--- config.mk ---
export PLATFORM = sky130hd
export DESIGN_NAME = uart_rx_ctrl
export DESIGN_NICKNAME = d
export VERILOG_FILES = /design/src/rtl/uart_pkg.sv /design/src/rtl/uart_rx_fifo.sv /design/src/rtl/uart_rx_ctrl.sv
export SDC_FILE = /design/constraint.sdc
export NUM_CORES = 1
export LEC_CHECK = 0
export ABC_AREA = 1
export CAP_MARGIN = 20
export CORE_ASPECT_RATIO = 2
export CORE_MARGIN = 5
export CORE_UTILIZATION = 40
export CTS_CLUSTER_DIAMETER = 150
export DETAILED_ROUTE_END_ITERATION = 8
export SYNTH_ARGS = -nofsm -noshare
export SYNTH_HDL_FRONTEND = slang
export SYNTH_SLANG_ARGS = --single-unit
--- constraint.sdc ---
create_clock -name clk -period 2.09 [get_ports clk]
set_clock_uncertainty 0.2 [all_clocks]
set_input_delay 0.5225 -clock clk [delete_from_list [all_inputs] [get_ports clk]]
set_output_delay 0.5225 -clock clk [all_outputs]
set_load 0.01 [all_outputs]
--- src/rtl/uart_pkg.sv ---
// Shared types for the UART receive path: controller FSM states, FIFO entry
// layout and the default FIFO depth.
package uart_pkg;

  localparam int DEFAULT_DEPTH = 8;
  localparam int ENTRY_W       = 9;

  typedef enum logic [1:0] {
    IDLE  = 2'd0,
    PUSH  = 2'd1,
    CLEAR = 2'd2,
    WAIT  = 2'd3
  } rx_state_e;

  typedef struct packed {
    logic       perr;
    logic [7:0] data;
  } rx_entry_t;

endpackage

--- src/rtl/uart_rx_fifo.sv ---
// Circular receive FIFO with show-ahead head output. The full test uses the
// pre-pop occupancy, so a push into a full FIFO is dropped even alongside a pop.
module uart_rx_fifo
  import uart_pkg::*;
#(
  parameter int DEPTH  = DEFAULT_DEPTH,
  parameter int ADDR_W = $clog2(DEPTH)
) (
  input  logic               clk_i,
  input  logic               clr_i,
  input  logic               push_i,
  input  logic [ENTRY_W-1:0] wdata_i,
  input  logic               pop_i,
  output logic [ENTRY_W-1:0] rdata_o,
  output logic               empty_o,
  output logic               full_o,
  output logic [ADDR_W:0]    count_o
);

  localparam logic [ADDR_W:0] FULL_CNT = (ADDR_W+1)'(DEPTH);

  logic [ENTRY_W-1:0] mem_q [DEPTH];
  logic [ADDR_W-1:0]  wr_ptr_q, rd_ptr_q;
  logic [ADDR_W:0]    count_q;
  logic               push_ok, pop_ok;

  assign full_o  = (count_q == FULL_CNT);
  assign empty_o = (count_q == '0);
  assign count_o = count_q;
  assign push_ok = push_i && !full_o;
  assign pop_ok  = pop_i && !empty_o;
  assign rdata_o = empty_o ? '0 : mem_q[rd_ptr_q];

  always_ff @(posedge clk_i) begin
    if (push_ok) mem_q[wr_ptr_q] <= wdata_i;
  end

  always_ff @(posedge clk_i) begin
    if (clr_i) begin
      wr_ptr_q <= '0;
      rd_ptr_q <= '0;
      count_q  <= '0;
    end else begin
      if (push_ok) wr_ptr_q <= wr_ptr_q + 1'b1;
      if (pop_ok)  rd_ptr_q <= rd_ptr_q + 1'b1;
      case ({push_ok, pop_ok})
        2'b10:   count_q <= count_q + 1'b1;
        2'b01:   count_q <= count_q - 1'b1;
        default: count_q <= count_q;
      endcase
    end
  end

endmodule

--- src/rtl/uart_rx_ctrl.sv ---
// Receive controller: captures each receiver byte once, queues it, re-arms the
// receiver. Define UART_RX_CTRL_PERR_DROP_EN to discard parity-error bytes.
module uart_rx_ctrl
  import uart_pkg::*;
#(
  parameter int DEPTH  = DEFAULT_DEPTH,
  parameter int ADDR_W = $clog2(DEPTH)
) (
  input  logic            clk,
  input  logic            clr,
  input  logic            rdrf,
  input  logic [7:0]      rx_data,
  input  logic            prty_err,
  output logic            rdrf_clr,
  output logic            rx_clr,
  input  logic            sw_restart,
  input  logic            rd_en,
  output logic [7:0]      rd_data,
  output logic            rd_perr,
  output logic            empty,
  output logic            full,
  output logic [ADDR_W:0] count,
  output logic            overrun,
  input  logic            ovr_clr,
  output logic [7:0]      perr_cnt,
  output logic            irq
);

`ifdef UART_RX_CTRL_PERR_DROP_EN
  localparam logic PERR_DROP = 1'b1;
`else
  localparam logic PERR_DROP = 1'b0;
`endif

  rx_state_e state_q;
  rx_entry_t hold_q, head;
  logic      rdrf_clr_q, overrun_q, clr_dly_q, rx_clr_q, rx_clr_d;
  logic [7:0] perr_cnt_q;
  logic      drop_perr, push;

  assign drop_perr = PERR_DROP & hold_q.perr;
  assign push      = (state_q == PUSH) && !drop_perr;

  uart_rx_fifo #(.DEPTH(DEPTH), .ADDR_W(ADDR_W)) u_fifo (
    .clk_i   (clk),
    .clr_i   (clr),
    .push_i  (push),
    .wdata_i (hold_q),
    .pop_i   (rd_en),
    .rdata_o (head),
    .empty_o (empty),
    .full_o  (full),
    .count_o (count)
  );

  always_ff @(posedge clk) begin
    if (clr) begin
      state_q    <= IDLE;
      hold_q     <= '0;
      rdrf_clr_q <= 1'b0;
      overrun_q  <= 1'b0;
      perr_cnt_q <= '0;
    end else begin
      rdrf_clr_q <= 1'b0;
      if (ovr_clr) overrun_q <= 1'b0;
      case (state_q)
        IDLE: if (rdrf) begin
          hold_q  <= '{perr: prty_err, data: rx_data};
          state_q <= PUSH;
        end
        PUSH: begin
          // a dropped parity byte never counts as an overrun
          if (drop_perr) begin
            if (perr_cnt_q != 8'hFF) perr_cnt_q <= perr_cnt_q + 8'd1;
          end else if (full) begin
            overrun_q <= 1'b1;
          end
          rdrf_clr_q <= 1'b1;
          state_q    <= CLEAR;
        end
        CLEAR: state_q <= WAIT;
        WAIT:  if (!rdrf) state_q <= IDLE;
        default: state_q <= IDLE;
      endcase
      if (sw_restart) begin
        state_q    <= IDLE;
        rdrf_clr_q <= 1'b0;
      end
    end
  end

  // stretch the receiver restart one cycle past the end of clr
  assign rx_clr_d = clr | clr_dly_q | sw_restart;

  always_ff @(posedge clk) begin
    clr_dly_q <= clr;
    rx_clr_q  <= rx_clr_d;
  end

  assign rdrf_clr = rdrf_clr_q;
  assign rx_clr   = rx_clr_q;
  assign overrun  = overrun_q;
  assign perr_cnt = perr_cnt_q;
  assign rd_data  = head.data;
  assign rd_perr  = head.perr & ~PERR_DROP;
  assign irq      = !empty | overrun_q;

endmodule

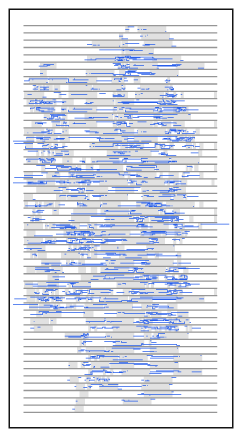
*Met1 routing*
Supply wires on this layer in grey.
434 nets have wire on it. The wires run mostly horizontal. The layer carries 3340 microns of wire.
Detailed Route WL: 9790 microns
routed vias: 2976
grt met1 use: 16.5%

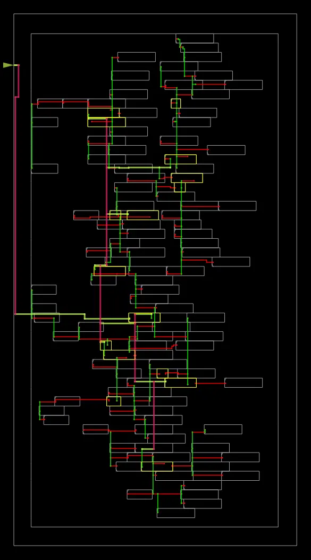
*Clock wiring as the flow saved it*
CLK BUF: 9
CTS Buf Count: 9
Worst-Skew Late Latency: 340 ps
CTS Sinks: 100

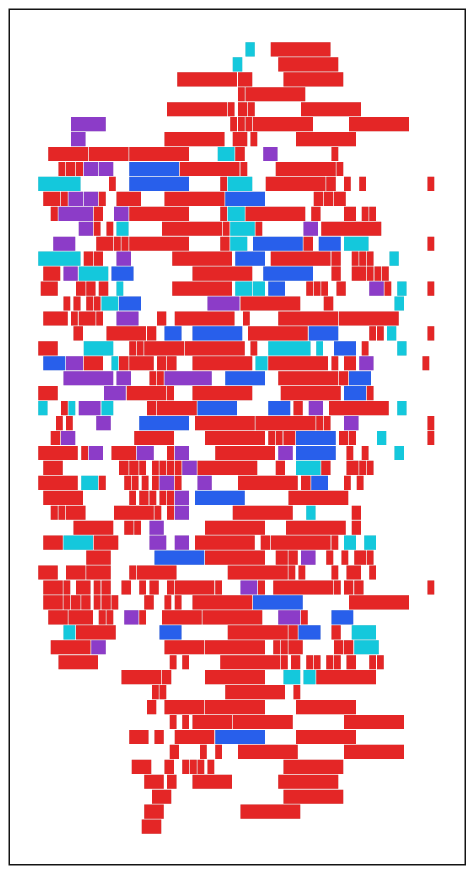
*Cells by drive strength*
Purple is x3 and x4, cells 45, share 9.6%. Red is x1 and smaller, cells 348, share 75%. Cyan is x2, cells 43, share 9.2%. Blue is x6 and larger, cells 31, share 6.6%.

==> Slide: Implementation Results <==
Run Summary

Drt
  • DR DRC count: 0
  • Vias/cell: 4.93
  • Drt first pass iters: 6
  • Post-DRT Antenna Nets: 0

Floorplan
  • # IOs: 42
  • Core area: 10400 sq um
  • Die height: 155 microns
  • Width of the die: 82.7 microns
  • Die Size: 12900 sq um

Critical path
  • CP Class: reg2out
  • Largest fanout on the critical path: 7
  • Worst r2r dst: u_fifo.count_o[2]
  • Worst Setup End Kind: output pin
  • Reg2reg start: u_fifo.count_o[0]
  • Critical Path RT: 1370 ps

Run status
  • Failing checks: setup timing
  • Status: complete, but fails checks

Hold path
  • Hold Path End: rx_clr
  • Hold path start: clr_dly_q

Synthesis
  • Post-synth cell types: 34
  • Area share of the largest cell type after synthesis: 51.1%
  • Yosys cell count: 386
  • Yosys Chip Area: 4230 sq um
  • Synthesis warning total: 0

Placed design
  • Count of input and output buffers: 33
  • Final RePlAce weighted congestion: 0.816
  • DP HPWL: 6820 microns

Finish
  • Final core utilization: 52.0%
  • Area Overhead vs Synth: 27.9%
  • Most frequent logic cell in the layout: nor2_1

Power and ir drop
  • Power density over the cells: 1190 nW/um^2
  • Peak VDD IR: 753 uV

Timing
  • Final worst slack: -227 ps
  • Final setup vio count: 10
  • RSZ-0062 raised after global routing: true
  • Endpoints failing hold: 0
  • Final min period: 2320 ps
  • Highest clock rate: 432 MHz

Clock tree
  • CTS clk-pin slew, worst paths: 70 ps
  • TritonCTS clock tree: built
  • Max clock buf depth: 2
  • Root Buffer: clkbuf_16

Global route
  • Vias in the first global route: 2894
## metrics by stage
stage	instance area, sq um	hold slack, ps	instances	setup TNS, ps
6_report	5410	224	604	-1740
5_1_grt	5410	248	604	-2770
3_5_place_dp	4850	211	575	-3290
3_3_place_gp	4850	203	575	-3020
2_1_floorplan	4260	193	393	0
4_1_cts	5280	226	602	-1890
## area by class of cell
type | instances | area (sq um) | area share, %
clock buffers | 9 | 225 | 4.16
clock inverters | 7 | 83.8 | 1.55
inverters | 25 | 110 | 2.04
multi-input cells | 246 | 1360 | 25.1
flip-flops and latches | 100 | 2730 | 50.5
well taps | 137 | 171 | 3.17
repair buffers | 78 | 709 | 13.1
repair inverters | 2 | 20.0 | 0.370
## worst max-delay path: stages (launching register included)
cell and delay (ps):
dfxtp_4 360, buf_12 160, buf_12 130, inv_8 60, nor2_1 40, o22ai_1 150, nor2_1 70, nor2_2 130
buf_2 150
## Yosys cell counts
cell and instances:
a211oi_1 1, a21oi_1 10, a21oi_2 1, buf_2 1, buf_4 10, buf_6 7
buf_8 1, clkbuf_1 1, clkbuf_4 1, clkbuf_8 1, clkinv_1 1, conb_1 1
dfxtp_1 28, edfxtp_1 72, ha_1 10, inv_1 22, inv_2 1, inv_8 1
nand2_1 31, nand2_4 1, nand3_1 5, nand3_2 2, nor2_1 97, nor2_2 2
nor3_1 1, o211ai_1 5, o211ai_2 4, o21ai_0 42, o21ai_1 11, o22ai_1 9
or2_2 2, or2_4 1, xnor2_1 2, xor2_1 1
## sequential cells by signal (all words and copies together) (netlist names), 2 cells and up, named ones only
signal	cells
state_q	2
hold_q	9
u_fifo.mem_q	72
u_fifo.wr_ptr_q	3
u_fifo.count_o	4
u_fifo.rd_ptr_q	3
## power by group
group,switching (uW),leakage (uW),internal [uW]
logic,1290,0.00108,1080
registers,114,0.000893,2260
clock network,742,0.000149,949
total,2140,0.00212,4290
## cells by family after synthesis
| group | share of synthesized area, % |
|---|---|
| and+or+nand+nor | 13.6 |
| DFF | 64.4 |
| AOI/OAI and AO/OA | 11.2 |
| buffers and inverters | 7.10 |
| adders and majority gates | 2.96 |
| xor gates and xnor gates | 0.621 |
| other | 0.0887 |
## repair_timing
action	CTS	global route
gates resized	85	38
endpoints found under the setup margin	15	17
buffers inserted	9	2
cloned	2	1
pin swaps	25	26
## layer usage
layer | up-vias | wire length (microns) | global-route usage (%)
li1 | 1462 | - | -
met1 | 1413 | 3340 | 16.5
met2 | 79 | 5730 | 30.0
met3 | 22 | 432 | 2.26
met4 | 0 | 294 | 8.34
met5 | - | 0 | 0
## worst max path at each step
stage	end	slack, ps	cells past startpoint
after CTS	rd_data[3]	-260	7
after global routing	rd_data[4]	-310	7
after detailed placement	u_fifo.count_o[2]	-330	12
after global placement	u_fifo.count_o[2]	-320	12
final	rd_data[4]	-230	8
after floorplan	u_fifo.count_o[2]	80	12
No activity file was given, so power comes from the tool's default toggle rates.
